## src/rtl/pt_pkg.sv

```systemverilog
// Shared definitions for the Pan-Tompkins pipeline stages: mode codes,
// default sample width and a signed saturating width reduction.
package pt_pkg;

  localparam int unsigned PT_DATA_WIDTH = 11;

  localparam logic DERIV_DIFF = 1'b0;
  localparam logic DERIV_PT5  = 1'b1;

  // Clamp v into ow-bit signed range; returns {clipped, clamped value}.
  function automatic logic [32:0] saturate(input logic signed [31:0] v,
                                           input int unsigned        ow);
    logic signed [31:0] hi;
    logic signed [31:0] lo;
    logic        [31:0] val;
    logic               sat;
    hi  = (32'sd1 <<< (ow - 32'd1)) - 32'sd1;
    lo  = -(32'sd1 <<< (ow - 32'd1));
    val = v;
    sat = 1'b0;
    if (v > hi) begin
      val = hi;
      sat = 1'b1;
    end else if (v < lo) begin
      val = lo;
      sat = 1'b1;
    end
    return {sat, val};
  endfunction

endpackage

```

## src/rtl/pt_deriv_hist.sv

```systemverilog
// Per-channel 4-deep sample history with saturating warm-up counter.
// Shift on write, clear on flush, combinational read for the addressed channel.
module pt_deriv_hist
  import pt_pkg::*;
#(
  parameter int unsigned DATA_WIDTH = PT_DATA_WIDTH,
  parameter int unsigned CH_W       = 1
) (
  input  logic                  clk,
  input  logic                  rstn,
  input  logic                  i_wr,
  input  logic                  i_clr,
  input  logic [CH_W-1:0]       i_ch,
  input  logic [DATA_WIDTH-1:0] i_data,
  output logic [DATA_WIDTH-1:0] o_x1,
  output logic [DATA_WIDTH-1:0] o_x3,
  output logic [DATA_WIDTH-1:0] o_x4,
  output logic [2:0]            o_cnt
);

  localparam int unsigned CH_SPAN = 1 << CH_W;

  logic [DATA_WIDTH-1:0] r_x1  [CH_SPAN];
  logic [DATA_WIDTH-1:0] r_x2  [CH_SPAN];
  logic [DATA_WIDTH-1:0] r_x3  [CH_SPAN];
  logic [DATA_WIDTH-1:0] r_x4  [CH_SPAN];
  logic [2:0]            r_cnt [CH_SPAN];

  always_ff @(posedge clk) begin
    if (!rstn) begin
      for (int unsigned i = 0; i < CH_SPAN; i++) begin
        r_x1[CH_W'(i)]  <= '0;
        r_x2[CH_W'(i)]  <= '0;
        r_x3[CH_W'(i)]  <= '0;
        r_x4[CH_W'(i)]  <= '0;
        r_cnt[CH_W'(i)] <= '0;
      end
    end else if (i_clr) begin
      r_x1[i_ch]  <= '0;
      r_x2[i_ch]  <= '0;
      r_x3[i_ch]  <= '0;
      r_x4[i_ch]  <= '0;
      r_cnt[i_ch] <= '0;
    end else if (i_wr) begin
      r_x4[i_ch] <= r_x3[i_ch];
      r_x3[i_ch] <= r_x2[i_ch];
      r_x2[i_ch] <= r_x1[i_ch];
      r_x1[i_ch] <= i_data;
      if (r_cnt[i_ch] != 3'd4) r_cnt[i_ch] <= r_cnt[i_ch] + 3'd1;
    end
  end

  assign o_x1  = r_x1[i_ch];
  assign o_x3  = r_x3[i_ch];
  assign o_x4  = r_x4[i_ch];
  assign o_cnt = r_cnt[i_ch];

endmodule

```

## src/rtl/pt_derivative_mc.sv

```systemverilog
// Multi-channel derivative stage: first difference or 5-point Pan-Tompkins
// derivative, two-stage pipeline with warm-up qualification and saturation.
module pt_derivative_mc
  import pt_pkg::*;
#(
  parameter int unsigned DATA_WIDTH = PT_DATA_WIDTH,
  parameter int unsigned OUT_WIDTH  = DATA_WIDTH + 1,
  parameter int unsigned NUM_CH     = 2,
  parameter int unsigned CH_W       = (NUM_CH > 1) ? $clog2(NUM_CH) : 1,
  parameter int unsigned SHIFT      = 3
) (
  input  logic                  clk,
  input  logic                  rstn,
  input  logic                  i_in_valid,
  input  logic [CH_W-1:0]       i_in_ch,
  input  logic [DATA_WIDTH-1:0] i_in_data,
  input  logic                  i_mode,
  input  logic                  i_flush,
  output logic                  o_out_valid,
  output logic [CH_W-1:0]       o_out_ch,
  output logic [OUT_WIDTH-1:0]  o_out_data,
  output logic                  o_out_primed,
  output logic                  o_out_sat
);

  localparam int unsigned RW      = DATA_WIDTH + 4;
  localparam int unsigned CH_SPAN = 1 << CH_W;
  localparam logic [CH_SPAN-1:0] CH_MASK = {CH_SPAN{1'b1}} >> (CH_SPAN - NUM_CH);

  logic                  w_ch_ok;
  logic                  w_wr;
  logic                  w_clr;
  logic [DATA_WIDTH-1:0] w_x1;
  logic [DATA_WIDTH-1:0] w_x3;
  logic [DATA_WIDTH-1:0] w_x4;
  logic [2:0]            w_cnt;
  logic signed [RW-1:0]  w_e0;
  logic signed [RW-1:0]  w_e1;
  logic signed [RW-1:0]  w_e3;
  logic signed [RW-1:0]  w_e4;
  logic signed [RW-1:0]  w_raw;
  logic                  w_primed;
  logic signed [RW-1:0]  w_shifted;
  logic signed [31:0]    w_shift32;
  logic [OUT_WIDTH-1:0]  w_out;
  logic                  w_sat;

  logic                  r_s1_valid;
  logic signed [RW-1:0]  r_s1_raw;
  logic [CH_W-1:0]       r_s1_ch;
  logic                  r_s1_mode;
  logic                  r_s1_primed;

  // Channel IDs outside the configured range are silently dropped.
  assign w_ch_ok = CH_MASK[i_in_ch];
  assign w_clr   = i_flush & w_ch_ok;
  assign w_wr    = i_in_valid & ~i_flush & w_ch_ok;

  pt_deriv_hist #(
    .DATA_WIDTH (DATA_WIDTH),
    .CH_W       (CH_W)
  ) u_hist (
    .clk    (clk),
    .rstn   (rstn),
    .i_wr   (w_wr),
    .i_clr  (w_clr),
    .i_ch   (i_in_ch),
    .i_data (i_in_data),
    .o_x1   (w_x1),
    .o_x3   (w_x3),
    .o_x4   (w_x4),
    .o_cnt  (w_cnt)
  );

  assign w_e0 = RW'($signed(i_in_data));
  assign w_e1 = RW'($signed(w_x1));
  assign w_e3 = RW'($signed(w_x3));
  assign w_e4 = RW'($signed(w_x4));

  always_comb begin
    w_raw    = w_e0 - w_e1;
    w_primed = (w_cnt != 3'd0);
    if (i_mode == DERIV_PT5) begin
      w_raw    = (w_e0 <<< 1) + w_e1 - w_e3 - (w_e4 <<< 1);
      w_primed = (w_cnt == 3'd4);
    end
  end

  always_ff @(posedge clk) begin
    if (!rstn) begin
      r_s1_valid  <= 1'b0;
      r_s1_raw    <= '0;
      r_s1_ch     <= '0;
      r_s1_mode   <= 1'b0;
      r_s1_primed <= 1'b0;
    end else begin
      r_s1_valid <= w_wr;
      if (w_wr) begin
        r_s1_raw    <= w_raw;
        r_s1_ch     <= i_in_ch;
        r_s1_mode   <= i_mode;
        r_s1_primed <= w_primed;
      end
    end
  end

  // Floor scaling applies only to the 5-point result.
  assign w_shifted = (r_s1_mode == DERIV_PT5) ? (r_s1_raw >>> SHIFT) : r_s1_raw;
  assign w_shift32 = 32'(w_shifted);
  assign w_out     = OUT_WIDTH'(saturate(w_shift32, OUT_WIDTH));
  assign w_sat     = 1'(saturate(w_shift32, OUT_WIDTH) >> 32);

  always_ff @(posedge clk) begin
    if (!rstn) begin
      o_out_valid  <= 1'b0;
      o_out_ch     <= '0;
      o_out_data   <= '0;
      o_out_primed <= 1'b0;
      o_out_sat    <= 1'b0;
    end else begin
      o_out_valid  <= r_s1_valid;
      o_out_ch     <= r_s1_ch;
      o_out_data   <= w_out;
      o_out_primed <= r_s1_primed;
      o_out_sat    <= w_sat;
    end
  end

endmodule

```

## config.mk

```make
export PLATFORM = sky130hd
export DESIGN_NAME = pt_derivative_mc
export DESIGN_NICKNAME = d
export VERILOG_FILES = /design/src/rtl/pt_pkg.sv /design/src/rtl/pt_deriv_hist.sv /design/src/rtl/pt_derivative_mc.sv
export SDC_FILE = /design/constraint.sdc
export NUM_CORES = 1
export LEC_CHECK = 0
export ABC_AREA = 1
export ABC_CLOCK_PERIOD_IN_PS = 3200
export CAP_MARGIN = 25
export CORE_MARGIN = 2
export CORE_UTILIZATION = 40
export DETAILED_ROUTE_END_ITERATION = 8
export GPL_ROUTABILITY_DRIVEN = 1
export PLACE_DENSITY = 0.58
export SLEW_MARGIN = 20
export SYNTH_ARGS = -nofsm -noshare
export SYNTH_HDL_FRONTEND = slang
export SYNTH_SLANG_ARGS = --single-unit
export TNS_END_PERCENT = 50
```

## constraint.sdc

```tcl
create_clock -name clk -period 3.2 [get_ports clk]
set_clock_uncertainty 0.05 [all_clocks]
set_input_delay 0.32 -clock clk [delete_from_list [all_inputs] [get_ports clk]]
set_output_delay 0.32 -clock clk [all_outputs]
set_load 0.01 [all_outputs]
```

Fig. 1: run 1, routed metal per tile
The die is cut into 28 by 28 equal tiles; black is low, pale yellow is high, scaled to the fullest tile. Values are wire area over tile area, all layers added.
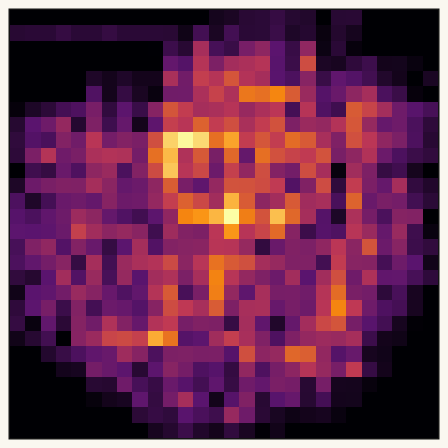
mean over tiles: 0.13
fullest tile: 0.51
nearly empty tiles: 18%
tiles over half the peak: 13%
emptiest ninth of the die: upper left
densest ninth of the die: centre

Fig. 2: run 1, sequential cells grouped by signal name
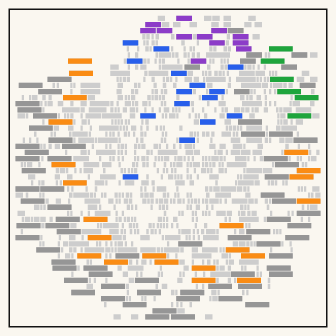
| colour | name in the netlist | flops |
|---|---|---|
| green | u_hist.r_cnt | 6 |
| purple | o_out_data | 12 |
| orange | u_hist.r_x4 | 22 |
| blue | r_s1_raw | 15 |
not coloured: 74

Fig. 3: run 1, the metal 3 layer
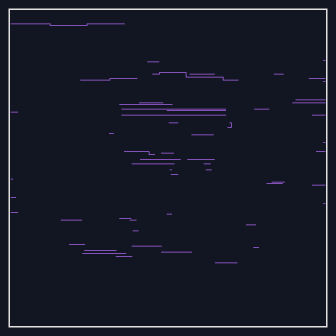
longest straight run: 46.5 µm
nets with wire on the layer: 41
main direction: horizontal

==> qor.yml, run 1 <==
wl_met3_um: 583
ctsResizeCount: 0
die_y_um: 141
met3_usage_pct: 3.33
pwr-share-comb_pct: 32.6
tightest_slew_ns: 0.819
p_total_mw: 5.74
ys_seq_share_pct: 46.8
grtUsageMet1_pct: 24.9
worst-path-buf-inv: 4
hold_class: "reg2reg"
p_switching_mw: 1.95
ys_chip_area_um2: 7520
slew_violations: 0
mux_share_pct: 0.266
highest_layer: "met4"
htree_num_levels: 4
ys_sh_aoi_pct: 6.97
ioPinCount: 33
fin_crit_ns: 2.97
timing_hold_violations_final: 0
place.gp.congestion: 0.933
fp_util_pct: 40.5
drc: 0
ir_drop_uv: 458
antenna_cells: 0
syn_area_per_cell_um2: 8.25
drt-met1-wl_um: 8460
grt_pass1_wl_um: 28900
end_kind: "flip-flop"
grtUsageMet2_pct: 30.9
yosys_warnings: 0
tritoncts: "built"
root_buffer: "clkbuf_16"
min_to: "o_out_valid"
critical_path.most_common_cell: "nand2_1"
syn_nets: 983
fin_setup_tns_ns: 0
wl_um: 17300
die_w_um: 141
reg2reg_depth: 18
grt.busiest_layer: "met2"
rows: 50
timing.critical_path.slowest_stage_cell: "fa_2"
synth_cell_types: 39
status: "complete, no violations"
fmax_ghz: 0.337
post_cts_buffers: 0
synthAdderAreaFrac_pct: 11.3
edf_count: 94
syn_inst: 912
rr_startpoint: "u_hist.r_x3[1][10]"
ys_cells: 912
period_used_pct: 92.7
clock_latency_ns: 0.42
grt_max_degree: 45
dr.first_iter.drc_count: 339
required_ns: 3.46
warnings: 29
layout.nets: 1066
synth_area_leader_cell: "edfxtp_1"
min_from: "r_s1_valid"
drive_gt1_share_pct: 13.2
critPathMaxFanout: 4
r2r_slack_ns: 0.23
power_frac_seq_pct: 34.1
crit_arrival_ns: 3.23
numCtsBuffers: 17
start_kind: "flip-flop"
leakage_nw: 4.33
via_per_inst: 4.73
critical_path_class: "reg2reg"
core_area_um2: 18600
synth_top_area_share_pct: 37.5
hpwl_um: 12500
crit_cells: 18
ant_nets: 0
clock_sinks: 129
numPortBuffers: 32
maxCapViolCount: 0
antenna_found_initial: 0
grt_pass1_vias: 5804
dieArea_um2: 19900
ys.flop_type: "edfxtp_1"
grt_remaining_overflow: 0
min_path_cells: 2
logic_family: "simple AND/OR/NAND/NOR gates"
synth-async-reset-ratio_pct: 0
met2_wirelength_um: 8070
critPathLaunch: "u_hist.r_x3[1][10]"
postCtsHoldBufs: 0
track_usage_pct: 18.5
syn_area_um2: 7520
path_delay_family: "adder cells"
relSlewSlack_pct: 45.3
internal-power_mw: 3.80
ys_sh_simple_pct: 22.5
swShare_pct: 33.9
power_density_nw_per_um2: 624
pwr-share-clk_pct: 33.3
syn_to_final_growth_pct: 22.3
firstDrtPassIters: 5
rsz0062_at_grt: "true"
worstPathCellList: "inv_1, nand2_1, o21ai_2, buf_4, fa_2, fa_2, ha_4, nand2_1, nor2_2, inv_1, nor2_1, nand2_1, nand2_1, nand2_1, nand3_1, nand3_1, nand2_1, inv_1"
crit_end: "r_s1_raw[14]"
most_common_cell: "nand2_1"
setup_viol: 0
ys_sh_xor_pct: 0.931
cts_max_path_buffers: 2
clk_pin_slew_ns: 0.06
wl_per_cell_um: 13.9
top_cells_by_count: "nand2_1 (223), inv_1 (181), nor2_1 (107)"
synth_flops: 129
topCellsByArea: "edfxtp_1 (38%), nand2_1 (11%), dfxtp_1 (9.3%)"
max_stage_delay_ns: 0.57
worstReg2RegEnd: "r_s1_raw[14]"
vias: 5872
## run 1: cell type report
class,count,area [µm²]
clock buffers,17,425
clock inverters,15,145
fillers,1791,9380
inverters,188,706
multi-input cells,566,3270
flip-flops and latches,129,3520
well taps,234,293
repair buffers,93,836
## run 1: metrics by stage
step / setup slack (ns) / cells / hold slack (ns) / util, % / cell area, µm²
CTS: 0.124 / 1242 / 0.373 / 48.9 / 9090
global placement: -0.239 / 1210 / 0.356 / 45.8 / 8520
finish: 0.234 / 1242 / 0.369 / 49.5 / 9200
global route: -0.0649 / 1242 / 0.383 / 49.5 / 9200
detailed placement: -0.235 / 1210 / 0.358 / 45.8 / 8520
floorplan: 0.00714 / 912 / 0.340 / - / 7530
## run 1: power groups by stage
stage	Clock [mW]	Sequential, mW	Combinational, mW
after floorplan	0	2.00	1.19
after global placement	0	1.99	1.75
after detailed placement	0	1.99	1.75
after CTS	1.94	1.96	1.76
after global routing	2.02	1.97	2.15
final	1.92	1.96	1.87
## run 1: tightest hold or removal path, delay by kind of cell, from the launching register on
kind | cells | cell delay [ns]
flip-flops | 1 | 0.31
buffers and inverters | 1 | 0.04
AND/OR/NAND/NOR | 1 | 0.04
## run 1: cells in the final DEF (no fill, tap or decap), types with 4 or more instances in the layout
master	synthesis	layout
ha_1	31	24
fa_1	23	21
inv_1	181	181
o21ai_1	0	6
ha_4	0	6
inv_2	6	6
xor2_1	6	6
nor3_1	12	12
buf_12	0	5
buf_4	3	56
nor2_2	3	6
nor2_1	107	104
nand3_2	2	5
inv_6	0	6
nand2_1	223	221
o21ai_0	41	34
nand4_1	8	8
nand2_2	3	5
edfxtp_1	94	94
nand3_1	44	41
dfxtp_1	35	35
inv_4	0	4
a21oi_1	39	38
clkdlybuf4s50_1	0	31
clkbuf_16	0	17
==> run 2: changes to the inputs <==
--- a/config.mk
+++ b/config.mk
@@ -5,14 +5,15 @@
 export SDC_FILE = /design/constraint.sdc
 export NUM_CORES = 1
 export LEC_CHECK = 0
-export ABC_AREA = 1
 export ABC_CLOCK_PERIOD_IN_PS = 3200
 export CAP_MARGIN = 25
+export CELL_PAD_IN_SITES_DETAIL_PLACEMENT = 1
+export CELL_PAD_IN_SITES_GLOBAL_PLACEMENT = 2
 export CORE_MARGIN = 2
-export CORE_UTILIZATION = 40
+export CORE_UTILIZATION = 37
 export DETAILED_ROUTE_END_ITERATION = 8
 export GPL_ROUTABILITY_DRIVEN = 1
-export PLACE_DENSITY = 0.58
+export PLACE_DENSITY = 0.75
 export SLEW_MARGIN = 20
 export SYNTH_ARGS = -nofsm -noshare
 export SYNTH_HDL_FRONTEND = slang
Fig. 4: run 2, placed standard cells
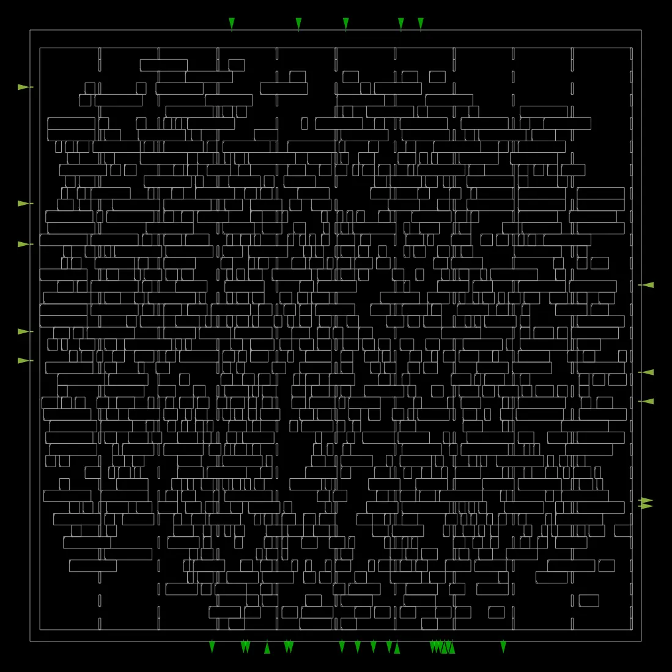
Final Util: 49.6%
Tap Cells: 260

Fig. 5: run 2, sequential cells grouped by signal name
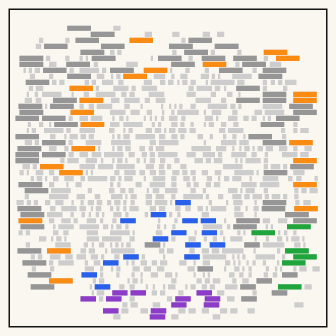
| colour | name in the netlist | flops |
|---|---|---|
| purple | o_out_data | 12 |
| blue | r_s1_raw | 15 |
| green | u_hist.r_cnt | 6 |
| orange | u_hist.r_x4 | 22 |
not coloured: 74

==> run 2 against run 1 <==
  * The run now ends with setup timing left
  * Global-route usage is 0.74 points higher
  * Synthesized area is 5.1% lower
  * Die size is 2.5% higher
  * Wire length is 7.1% higher
  * Synthesized cell count is 31% lower
  * Combinational power is 31% higher
  * Fmax is 13% lower
  * Final area is 1.4% higher
  * Cell count is 18% lower
  * Worst setup slack worse by 0.45 ns
  * Critical endpoint unchanged
  * Largest cell class is now logic gates
  * Largest power group is now combinational cells
==> qor.yml, run 2 <==
topCellsByArea: "edfxtp_1 (40%), dfxtp_1 (9.8%), and2_1 (6.5%)"
dr.first_iter.drc_count: 191
maxCapViolCount: 0
dp.cells: 982
critical_path.most_common_cell: "fa_1"
synth_top_area_share_pct: 39.5
crit_cells: 12
clock_sinks: 129
syn_nets: 701
period_used_pct: 107
violations: "setup timing"
timing.critical_path.slowest_stage_cell: "fa_1"
grt_remaining_overflow: 0
pwr-share-clk_pct: 30.1
fin_crit_ns: 3.41
tritoncts: "built"
top_cells_by_count: "edfxtp_1 (94), and2_1 (74), inv_1 (50)"
hold_class: "in2reg"
swShare_pct: 31.2
antenna_cells: 0
leakage_nw: 3.84
power_frac_seq_pct: 31.5
tightest_slew_ns: 0.684
layout.nets: 815
power_density_nw_per_um2: 683
critPathMaxFanout: 2
cts_max_path_buffers: 2
worstPathCellList: "mux2_4, fa_1, fa_1, inv_2, ha_4, a211oi_4, nor4b_4, a2111oi_2, buf_4, o2111ai_2, a21o_1, a21oi_2"
ys_seq_share_pct: 49.4
ir_drop_uv: 526
setup_viol: 8
syn_area_um2: 7140
lay_top_count: "edfxtp_1"
most_common_cell: "edfxtp_1"
vias: 5080
firstDrtPassIters: 4
hpwl_um: 13000
warnings: 31
hold_slack_ns: 0.384
pre_cts_ws_ns: -0.741
clock_latency_ns: 0.43
numPortBuffers: 32
path_delay_family: "adder cells"
numCtsBuffers: 17
start_kind: "flip-flop"
ys_sh_aoi_pct: 11.4
synth_flops: 129
rows: 50
min_path_cells: 3
fmax_ghz: 0.293
die_y_um: 143
rsz0062_at_grt: "true"
status: "finished, violations left"
drive_gt1_share_pct: 26.0
max_stage_delay_ns: 0.54
wl_per_cell_um: 18.2
ys_sh_simple_pct: 14.1
synth-async-reset-ratio_pct: 0
via_per_inst: 5.00
root_buffer: "clkbuf_16"
logic_family: "simple AND/OR/NAND/NOR gates"
fp_util_pct: 37.9
clk_pin_slew_ns: 0.06
stdcell_count: 1017
drc: 0
yosys_warnings: 0
slew_violations: 0
synthAdderAreaFrac_pct: 11.9
syn_inst: 630
grt_pass1_wl_um: 29700
syn_to_final_growth_pct: 30.7
grt_max_degree: 35
required_ns: 3.51
wl_um: 18500
htree_num_levels: 4
mux_share_pct: 7.12
die_w_um: 143
internal-power_mw: 4.39
timing_hold_violations_final: 0
relSlewSlack_pct: 54.3
dieArea_um2: 20400
reg2reg_depth: 12
pwr-share-comb_pct: 38.4
ys.flop_type: "edfxtp_1"
ys_chip_area_um2: 7140
fin_ws_ns: -0.214
end_kind: "flip-flop"
crit_arrival_ns: 3.73
critical_path_class: "reg2reg"
synth_area_leader_cell: "edfxtp_1"
ant_nets: 0
core_area_um2: 18800
ioPinCount: 33
grt_pass1_vias: 5686
ys_cells: 630
edf_count: 94
place.gp.congestion: 0.822
synth_cell_types: 61
antenna_found_initial: 0
track_usage_pct: 19.2
ys_sh_xor_pct: 1.72
worst-path-buf-inv: 2
p_switching_mw: 1.99
lay_top_cells: "edfxtp_1 (94), buf_4 (84), and2_1 (74)"
fill_cells: 1999
syn_area_per_cell_um2: 11.3
Fig. 6: run 2, port wiring
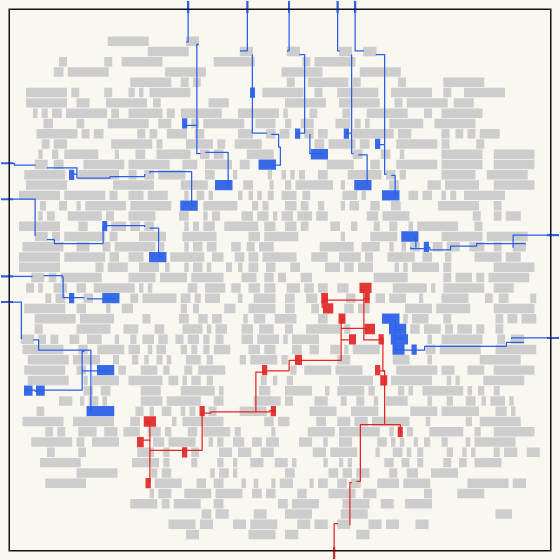
| colour | port | bits | direction | edge | end cells | wire |
|---|---|---|---|---|---|---|
| blue | i_in_data | 11 | input | 5 top, 4 left, 2 right | 27 | 588 µm |
| red | i_mode | 1 | input | bottom | 19 | 230 µm |

==> run 2: through the flow <==
stage	area [µm²]	power [mW]	util (%)	setup TNS [ns]
floorplan	7140	3.17	-	-6.81
global placement	8350	3.94	44.3	-5.84
detailed placement	8380	3.99	44.5	-6.31
CTS	9180	6.22	48.8	-0.953
global route	9330	6.71	49.6	-2.20
finish	9330	6.37	49.6	-0.940
==> run 2: worst paths after layout <==
check	start	to	slack, ns
setup / recovery	u_hist.r_x3[0][2]	r_s1_raw[14]	-0.21
hold / removal	i_in_ch	u_hist.r_x1[0][1]	0.38
setup reg to reg	u_hist.r_x3[0][2]	r_s1_raw[14]	-0.21
hold reg to reg	r_s1_valid	o_out_valid	0.39
==> run 2: power by group through the flow <==
stage	registers, mW	logic, mW	clock network [mW]
after global routing	2.03	2.66	2.02
after detailed placement	2.04	1.95	0
final	2.01	2.45	1.92
after floorplan	2.04	1.13	0
after global placement	2.04	1.90	0
after CTS	2.01	2.25	1.96
==> run 2: timing repair <==
action	CTS	global route
resized	44	27
hold buffers	0	0
setup endpoints to repair	11	12
buffers inserted	2	0
pin swaps	17	18
==> run 2: cell type report <==
type,count,area [µm²],share of cell area (%)
flip-flops and latches,129,3520,37.8
inverters,50,188,2.01
well taps,260,325,3.49
multi-input cells,422,3640,39.0
clock inverters,12,141,1.52
repair buffers,124,1080,11.5
clock buffers,20,437,4.68
==> run 2: routing by layer <==
| metal | global-route usage, % | vias to the layer above | wire, µm |
|---|---|---|---|
| met5 | 0 | - | 0 |
| met4 | 6.72 | 0 | 339 |
| met3 | 3.45 | 25 | 377 |
| met2 | 33.7 | 52 | 9490 |
| met1 | 23.8 | 2551 | 8330 |
| li1 | - | 2452 | - |
No activity file was given, so power comes from the tool's default toggle rates.
